**Cell classes on the final placement**

Bar = 20 um.
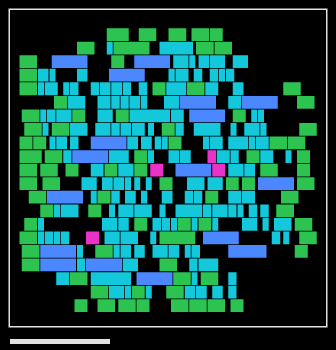
**Wire density map**

Bar = 20 um. The die is cut into 13 by 13 equal tiles; dark blue is low, red is high, scaled to the fullest tile. Values are wire area over tile area, all layers added.
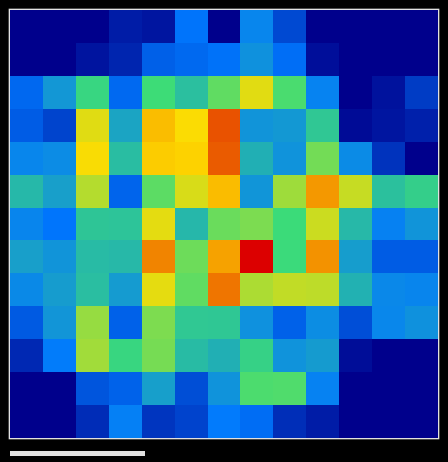
## config.mk

```make
export PLATFORM = sky130hd
export DESIGN_NAME = t_ff_bank
export DESIGN_NICKNAME = d
export VERILOG_FILES = /design/src/rtl/t_ff_bank.sv
export SDC_FILE = /design/constraint.sdc
export NUM_CORES = 1
export LEC_CHECK = 0
export CAP_MARGIN = 0
export CORE_MARGIN = 1.5
export CORE_UTILIZATION = 38
export DETAILED_ROUTE_END_ITERATION = 8
export PLACE_DENSITY = 0.77
export SLEW_MARGIN = 20
export SYNTH_ARGS = -nofsm -noshare
export SYNTH_HDL_FRONTEND = slang
export SYNTH_SLANG_ARGS = --single-unit
```

## constraint.sdc

```tcl
create_clock -name clk -period 2.2 [get_ports clk]
set_input_delay 0.66 -clock clk [delete_from_list [all_inputs] [get_ports clk]]
set_output_delay 0.66 -clock clk [all_outputs]
set_load 0.05 [all_outputs]
```

## src/rtl/t_ff_bank.sv

```systemverilog
// Bank of WIDTH clocked toggle flip-flops with four runtime modes:
// per-bit T, shared-control JK, up/down counter built as a T-FF chain, and
// parallel load. It also provides a complementary output, a registered
// per-bit change mask and a one-cycle counter wrap flag.

module t_ff_bank #(
  parameter int unsigned      WIDTH     = 8,
  parameter logic [WIDTH-1:0] RESET_VAL = '0
) (
  input  logic             clk,
  input  logic             rst_n,
  input  logic             en,
  input  logic [1:0]       mode,
  input  logic [WIDTH-1:0] t,
  input  logic [WIDTH-1:0] j,
  input  logic [WIDTH-1:0] k,
  input  logic             up,
  input  logic [WIDTH-1:0] d,
  output logic [WIDTH-1:0] q,
  output logic [WIDTH-1:0] qbar,
  output logic [WIDTH-1:0] changed,
  output logic             wrap
);

  typedef enum logic [1:0] {
    ModeT     = 2'b00,
    ModeJk    = 2'b01,
    ModeCount = 2'b10,
    ModeLoad  = 2'b11
  } mode_e;

  mode_e            mode_sel;
  logic [WIDTH-1:0] q_q, q_d;
  logic [WIDTH-1:0] changed_q;
  logic             wrap_q, wrap_d;
  logic [WIDTH-1:0] cnt_toggle;
  logic             chain;

  assign mode_sel = mode_e'(mode);

  // T-FF chain toggle mask: bit i toggles when all lower bits are 1 (up) or
  // 0 (down). The carry left over after the top bit marks a wrap.
  always_comb begin
    cnt_toggle = '0;
    chain      = 1'b1;
    for (int unsigned i = 0; i < WIDTH; i++) begin
      cnt_toggle[i] = chain;
      chain         = chain & (up ? q_q[i] : ~q_q[i]);
    end
  end

  // Next-state selection; en=0 holds and suppresses wrap.
  always_comb begin
    q_d    = q_q;
    wrap_d = 1'b0;
    if (en) begin
      unique case (mode_sel)
        ModeT:     q_d = q_q ^ t;
        ModeJk:    q_d = (j & ~q_q) | (~k & q_q);
        ModeCount: begin
          q_d    = q_q ^ cnt_toggle;
          wrap_d = chain;
        end
        ModeLoad:  q_d = d;
        default:   q_d = q_q;
      endcase
    end
  end

  // State register with synchronous active-low reset taking priority.
  always_ff @(posedge clk) begin
    if (!rst_n) begin
      q_q       <= RESET_VAL;
      changed_q <= '0;
      wrap_q    <= 1'b0;
    end else begin
      q_q       <= q_d;
      changed_q <= q_d ^ q_q;
      wrap_q    <= wrap_d;
    end
  end

  // qbar derives from the same register so it can never disagree with q.
  assign q       = q_q;
  assign qbar    = ~q_q;
  assign changed = changed_q;
  assign wrap    = wrap_q;

endmodule

```

==> flow_metrics.env <==
# physical design summary
export IMPL_status="completed"
export IMPL_required_ns=1.54
export IMPL_synth_top_area_share_pct=24.5
export IMPL_antenna_found_initial=0
export IMPL_fp_util_pct=40.6
export IMPL_critPathLaunchType="register"
export IMPL_grt_start_max_net_pins=15
export IMPL_power_total_mw=1.09
export IMPL_area_leaders="dfxtp_1 (25%), nor2_1 (5.1%), nand2_1 (4.6%), xnor2_1 (4.4%), o21ai_0 (4.3%)"
export IMPL_rsz0062_at_grt="false"
export IMPL_maxCapViolCount=0
export IMPL_final_net_count=297
export IMPL_top_usage_layer="met2"
export IMPL_cts_clk_slew_worst_paths_ns=0.11
export IMPL_drv_slew=0
export IMPL_grt_pass1_wl_mm=6.75
export IMPL_final_antenna_net_count=0
export IMPL_holdCritPathClass="register to register"
export IMPL_ff2ff_path_depth=5
export IMPL_max_freq_mhz=476
export IMPL_cp_end_kind="output port"
export IMPL_stdcell_area_um2=2180
export IMPL_syn_num_nets=225
export IMPL_grtUsageMet1_pct=26.9
export IMPL_critical_path_top_delay_family="buffers and inverters"
export IMPL_fin_skew_ns=0.00988
export IMPL_warnings=26
export IMPL_overflow=0
export IMPL_cts_root_buf="clkbuf_4"
export IMPL_synth_seq_cells=17
export IMPL_ctsHoldBuffers=0
export IMPL_fin_crit_sh_pct=95.5
export IMPL_leakage_nw=0.890
export IMPL_yosys_area_um2=1390
export IMPL_vias_per_cell=5.24
export IMPL_htree_num_levels=1
export IMPL_irDropWorstVdd_mv=0.406
export IMPL_ys_seq_share_pct=24.5
export IMPL_worstMarginPinSlew_ns=0.503
export IMPL_io_buffers=62
export IMPL_ys_types=48
export IMPL_gr_usage_met2_pct=34.5
export IMPL_synthCells=187
export IMPL_dpl_cell_count=298
export IMPL_dieArea_um2=4020
export IMPL_grt_pass1_vias=1531
export IMPL_diodes=0
## Picture notes: 'cell classes on the final placement'
legend:
  clock drivers and dummy loads:
    colour: magenta
    cells: 4
    share_of_their_area: 1.3%
  flops:
    colour: blue
    cells: 17
    share_of_their_area: 16%
  other buffers and delay cells:
    colour: green
    cells: 83
    share_of_their_area: 36%
  all other logic:
    colour: cyan
    cells: 154
    share_of_their_area: 46%

## Picture notes: 'wire density map'
emptiest ninth of the die: north-east
tiles over half the peak: 24%
densest ninth of the die: centre
nearly empty tiles: 16%
mean over tiles: 0.16
WL per Instance: 12.9 um
DRT Wirelength: 3.92 mm
via count: 1594
GR Util All Layers: 20.7%

[cells in the final DEF, fill, tap and decap left out, drive strengths merged, types with 2 or more instances in the layout]
master / instances
and2: 3
nor3: 6
a22oi: 2
a31o: 2
dlymetal6s2s: 2
or2: 3
buf: 36
mux2i: 6
o21ai: 12
nor2b: 3
o211ai: 2
xor2: 5
o31ai: 2
clkbuf: 3
a221oi: 2
nand2: 17
nand4: 2
inv: 11
or3: 2
and3: 2
o221ai: 2
clkdlybuf4s50: 45
a31oi: 5
nor2: 19
or4: 2
xnor2: 7
dfxtp: 17
nand2b: 2
a21oi: 8
nand3: 6
a211oi: 3
o21a: 4
nor4: 2
[cell usage after synthesis, types with 4 or more instances]
master,number
a21oi_1,8
a31oi_1,5
buf_2,4
clkbuf_1,11
dfxtp_1,17
inv_1,11
mux2i_1,5
nand2_1,17
nand3_1,6
nor2_1,19
nor3_1,6
o21a_1,4
o21ai_0,12
xnor2_1,7
xor2_1,5
[per-stage QoR]
| step | setup TNS (ns) | hold slack (ns) | setup slack, ns | util [%] |
|---|---|---|---|---|
| 2_1_floorplan | 0 | 0.747 | 0.0460 | - |
| 3_3_place_gp | -2.30 | 0.578 | -0.302 | 62.2 |
| 3_5_place_dp | -2.69 | 0.586 | -0.350 | 62.2 |
| 4_1_cts | 0 | 0.605 | 0.00905 | 63.6 |
| 5_1_grt | 0 | 0.652 | 0.0503 | 63.9 |
| 6_report | 0 | 0.608 | 0.0982 | 63.9 |
[sequential cells by signal (all words and copies together) (netlist names)]
signal,cells
changed,8
q,8
wrap,1
[path summary, 6_finish.rpt]
path	start	endpoint	slack, ns
worst max-delay path	changed[2]$_SDFF_PN0_	changed[2]	0.1
worst min-delay path	q[0]$_SDFF_PN0_	q[0]$_SDFF_PN0_	0.61
worst max register to register	q[1]$_SDFF_PN0_	q[6]$_SDFF_PN0_	0.32
worst min register to register	q[0]$_SDFF_PN0_	q[0]$_SDFF_PN0_	0.61
[power by group]
| part | internal (mW) | total [mW] | switching, mW |
|---|---|---|---|
| clock network | 0.0680 | 0.180 | 0.112 |
| registers | 0.332 | 0.367 | 0.0350 |
| logic | 0.252 | 0.545 | 0.293 |
[repair_timing]
item | 4_1_cts | 5_1_grt
setup endpoints to repair | 1 | 7
endpoints found under the hold margin | 0 | 0
pin swaps | 0 | 2
gates resized | 1 | 4
setup buffers | 2 | 0
[area by class of cell]
| class | instances | area share (%) |
|---|---|---|
| clock inverters | 1 | 0.229 |
| flip-flops and latches | 17 | 15.6 |
| inverters | 11 | 1.89 |
| clock buffers | 3 | 1.03 |
| multi-input cells | 143 | 43.3 |
| repair buffers | 83 | 35.3 |
| well taps | 46 | 2.64 |
[logic make-up (layout without fill, tap and decap cells)]
| kind of cell | count (synthesis) | after routing | share of synthesized area [%] |
|---|---|---|---|
| DFF | 17 | 17 | 24.5 |
| and+or+nand+nor | 69 | 69 | 24.0 |
| AOI/OAI and AO/OA | 54 | 54 | 28.0 |
| muxes | 8 | 8 | 7.67 |
| buffers and inverters | 27 | 98 | 8.21 |
| xor gates and xnor gates | 12 | 12 | 7.58 |
